Run 1, placed cells, one color a class:
Fill, decap, tap and diode cells in gray.
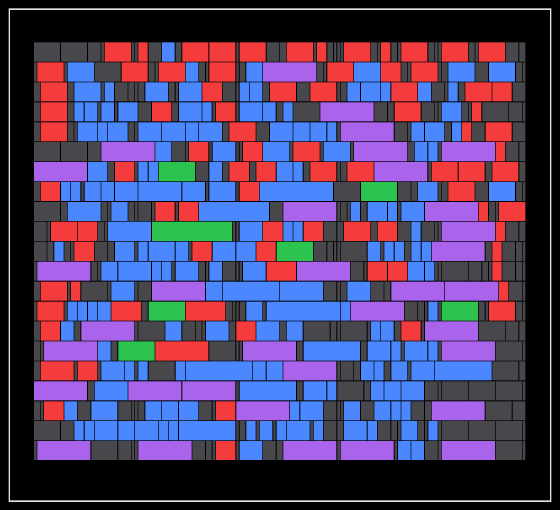
Run 1, sequential cells colored by netlist name:
Bar = 20 um. Other sequential cells in the stronger gray, the rest of the logic in the fainter gray.
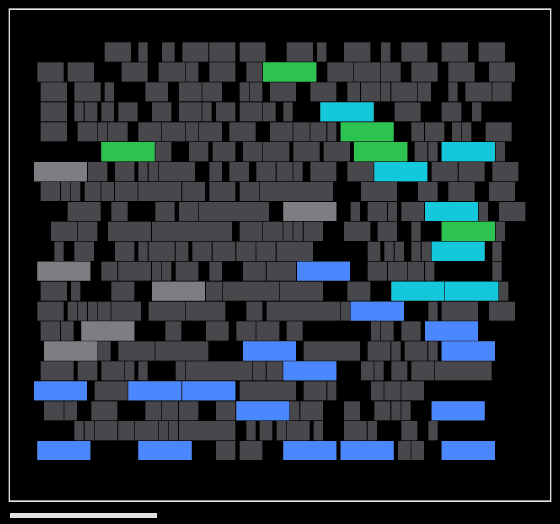
Run 1, routed clock nets over the placement:
Bar = 20 um.
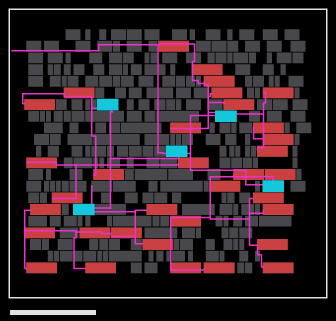
Design matrix_scan_controller, sky130hd; sources not shown.
==> flow_summary_export.csv, run 1 <==
group,metric,value,unit
outcome,outcome,"completed",
timing,worstMarginPinSlew,1.18,ns
timing,final.hold.worst_slack,0.498,ns
critical_path,worst_r2r_path_depth,9,
finish,design.seq.count,34,
critical_path,critPathMostFrequentCell,"sky130_fd_sc_hd__a211o_1",
drt,highest_layer,"met4",
global_routing,globalRouteMet2Util,33.8,%
drt,antenna_violating_nets_post_route,0,
pwr,netSwitchingFraction,25.5,%
floorplanning,chip_width,73.7,um
clocking,cts_tree,"yes",
drt,wl_met2,2.37,mm
critical_path,critical_path_buf_inv_count,2,
yosys,post_synth_tally_of_flip_flops_with_integrated_enable,0,
yosys,synthesis.area,0.00198,mm^2
finish,sh_comb_area,43.8,%
finish,finalNetCount,343,
global_routing,global_route_wire_length_before_repair,8.34,mm
yosys,muxShareOfSynthArea,3.54,%
finish,layout.non_clock_buffers,85,
drt,vias,1949,
floorplanning,die_y,66.9,um
global_routing,grt_pass1_vias,1789,
run,drv.max_cap_violation_count,0,
finish,layout.area.top_class,"logic gates",
clocking,post_cts_buffers,0,
finish,largest_register_ff_count,16,
run,tool_warnings,27,
drt,met3WireLength,370,um
clocking,clockBufferDepth,2,
pwr,comb-power,216,uW
yosys,ys_seq_elements,34,
placement,place_inst,336,
clocking,holdBufCountCts,0,
finish,synthToLayoutAreaGrowth,42.9,%
critical_path,timing.critical_path.arrival,2.66,ns
pwr,p_leak,1.08,nW
pwr,power.density,431,mW/mm^2
timing,fmaxAchievable,413,MHz
placement,globalplace.congestion,0.872,
Back to the opening pictures, 'placed cells, one color a class':
[purple] flip-flops | cells: 34 | share of their area: 25%
[red] other buffers and delay cells | cells: 85 | share of their area: 26%
[blue] all other logic | cells: 174 | share of their area: 45%
[green] clock drivers and dummy loads | cells: 7 | share of their area: 4.1%
core region area: 0.00384 mm^2
final design utilization: 73.8%
Rows: 21

Back to the opening pictures, 'sequential cells colored by netlist name':
[blue] `cnt` | sequential cells: 16
[green] `col` | sequential cells: 5
[cyan] `ln` | sequential cells: 7
not colored: 6
register area: 681 um^2
power in sequential cells: 520 uW
fraction of area in registers: 24.0%

Back to the opening pictures, 'routed clock nets over the placement':
[red] flip-flops | count: 34
[magenta] clock wires | length: 509 um
[cyan] cells driving clock nets | count: 5
routed clock nets: 6
Worst Clk Skew: 0.00413 ns
Clk. pwr: 486 uW

[run 1: through the flow]
stage / power [mW] / utilization (%) / worst slack [ns] / area [um^2]
finish: 1.22 / 73.8 / 0.278 / 2830
global route: 1.27 / 73.8 / 0.141 / 2830
CTS: 1.23 / 72.9 / 0.0265 / 2800
detailed placement: 0.745 / 69.9 / -0.275 / 2680
global placement: 0.744 / 69.9 / -0.269 / 2680
floorplan: 0.646 / - / 0.215 / 1980
[run 1: cell usage in the layout (no fill, tap or decap), types with 3 or more instances in the layout]
cell type                          n
sky130_fd_sc_hd__a211o_1           3
sky130_fd_sc_hd__a211oi_1          4
sky130_fd_sc_hd__a21oi_1           5
sky130_fd_sc_hd__a221oi_1          3
sky130_fd_sc_hd__a311oi_1          3
sky130_fd_sc_hd__buf_4            30
sky130_fd_sc_hd__clkbuf_1         12
sky130_fd_sc_hd__clkbuf_8          6
sky130_fd_sc_hd__clkdlybuf4s50_1  38
sky130_fd_sc_hd__dfxtp_1          34
sky130_fd_sc_hd__ha_1              3
sky130_fd_sc_hd__inv_1             5
sky130_fd_sc_hd__mux2i_1           7
sky130_fd_sc_hd__nand2_1          30
sky130_fd_sc_hd__nand2b_1          4
sky130_fd_sc_hd__nand3_1           9
sky130_fd_sc_hd__nand4_1           4
sky130_fd_sc_hd__nor2_1           20
sky130_fd_sc_hd__nor2b_1           4
sky130_fd_sc_hd__nor3_1            3
sky130_fd_sc_hd__nor4_4            3
sky130_fd_sc_hd__o211ai_1          5
sky130_fd_sc_hd__o21ai_0          10
sky130_fd_sc_hd__or3_1             4
sky130_fd_sc_hd__xnor2_1           4
sky130_fd_sc_hd__xor2_1            9
Run 1, wiring by layer:
Bar = 20 um. Two of the layers only.
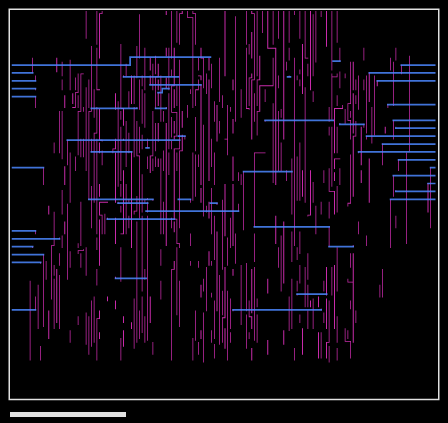

==> inputs of run 2 (changes only) <==
--- a/config.mk
+++ b/config.mk
@@ -9,8 +9,9 @@
 export CORE_MARGIN = 3
 export CORE_UTILIZATION = 48
 export DETAILED_ROUTE_END_ITERATION = 16
+export HOLD_SLACK_MARGIN = 0.1
 export PLACE_DENSITY_LB_ADDON = 0.1
-export RECOVER_POWER = 25
+export RECOVER_POWER = 50
 export SYNTH_ARGS = -nofsm -noshare
 export SYNTH_HDL_FRONTEND = slang
 export SYNTH_SLANG_ARGS = --single-unit
Run 2, wiring by layer:
Bar = 20 um. Two of the layers only.
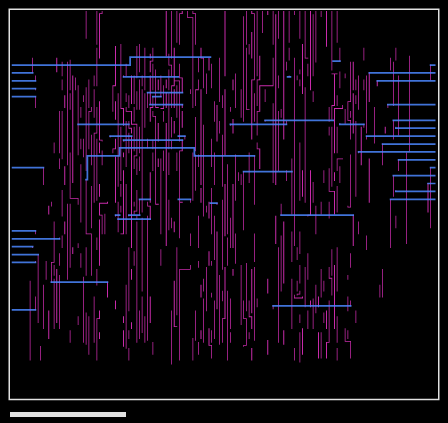
[blue] met3 | wire length: 356 um
[magenta] met2 | wire length: 2,440 um
detailed-route wire length per cell: 15.5 um
drt total wl: 5.35 mm
total vias in the final route: 1,966
GR Util All Layers: 22.4%

==> run 2 against run 1 <==
  * Worst setup slack got worse by 0.020 ns
  * Critical path depth did not move
  * Via count rose by 0.87%
  * Worst hold slack got worse by 0.0033 ns
  * Global-route usage did not move
  * Cell area fell by 1.1%
  * Flip-flop count did not move
  * Critical path type unchanged
==> flow_summary_export.csv, run 2 <==
group,metric,value,unit
outcome,outcome,"completed",
finish,final_core_utilization,73.0,%
timing,worstMarginPinSlew,1.18,ns
finish,largest_register_ff_count,16,
pwr,total_power,1.22,mW
timing,final.setup_skew,0.00494,ns
finish,lay_top_count,"sky130_fd_sc_hd__clkdlybuf4s50_1",
finish,register_area,681,um^2
critical_path,critical_path_buf_inv_count,2,
floorplanning,core_area,0.00384,mm^2
finish,finalNetCount,343,
pwr,p_leak,1.06,nW
yosys,post_synth_tally_of_flip_flops_with_integrated_enable,0,
run,drv.max_cap_violation_count,0,
yosys,synthesis.area,0.00198,mm^2
floorplanning,chip_width,73.7,um
timing,final.hold.worst_slack,0.495,ns
finish,most-common-layout-cells,"sky130_fd_sc_hd__clkdlybuf4s50_1 (38), sky130_fd_sc_hd__dfxtp_1 (34), sky130_fd_sc_hd__nand2_1 (30), sky130_fd_sc_hd__buf_4 (26), sky130_fd_sc_hd__nor2_1 (20)",
drt,antenna_violating_nets_post_route,0,
critical_path,timing.critical_path.arrival,2.68,ns
[run 2: cells by family after synthesis]
kind of cell             share of synthesized area (%)
flip-flops                                        34.4
adder cells (fa/ha/maj)                           1.90
AND-OR/OR-AND                                     22.0
AND/OR/NAND/NOR                                   26.0
multiplexers                                      3.54
buffers and inverters                             5.05
XOR/XNOR                                          7.14
[run 2: where the power goes]
group	internal, mW	total [mW]	switching, mW
logic	0.0971	0.210	0.113
registers	0.512	0.520	0.00768
clock network	0.295	0.488	0.193
[run 2: final cells by class]
| type | instances | area share [%] |
|---|---|---|
| Multi-Input combinational cell | 169 | 44.3 |
| Timing Repair Buffer | 85 | 24.6 |
| Sequential cell | 34 | 24.3 |
| Clock buffer | 6 | 2.95 |
| Tap cell | 46 | 2.06 |
| Clock inverter | 1 | 1.07 |
| Inverter | 5 | 0.671 |
[run 2: timing repair]
item                                   CTS  global route
setup endpoints to repair                0             7
endpoints found under the hold margin    0             0
gates resized                            0            10
setup buffers                            0             3
[run 2: worst min-delay path: cells and delay by family (launching register included)]
family	cells	cell delay [ns]
flops	1	0.32
simple gates	1	0.08
compound gates	1	0.05
[run 2: per-layer routing]
layer | wire [um] | global-route usage (%) | up-vias
li1 | - | - | 962
met1 | 2460 | 28.7 | 922
met2 | 2440 | 33.8 | 71
met3 | 355 | 8.14 | 11
met4 | 88 | 8.60 | 0
met5 | 0 | 0 | -
[run 2: per-stage QoR]
stage                     worst slack, ns  area [um^2]  cells
final                               0.258         2800    346
after global placement             -0.269         2680    336
after CTS                          0.0265         2800    343
after floorplan                     0.215         1980    219
after detailed placement           -0.275         2680    336
after global routing               0.0884         2800    346
No activity file was given, so power comes from the tool's default toggle rates.
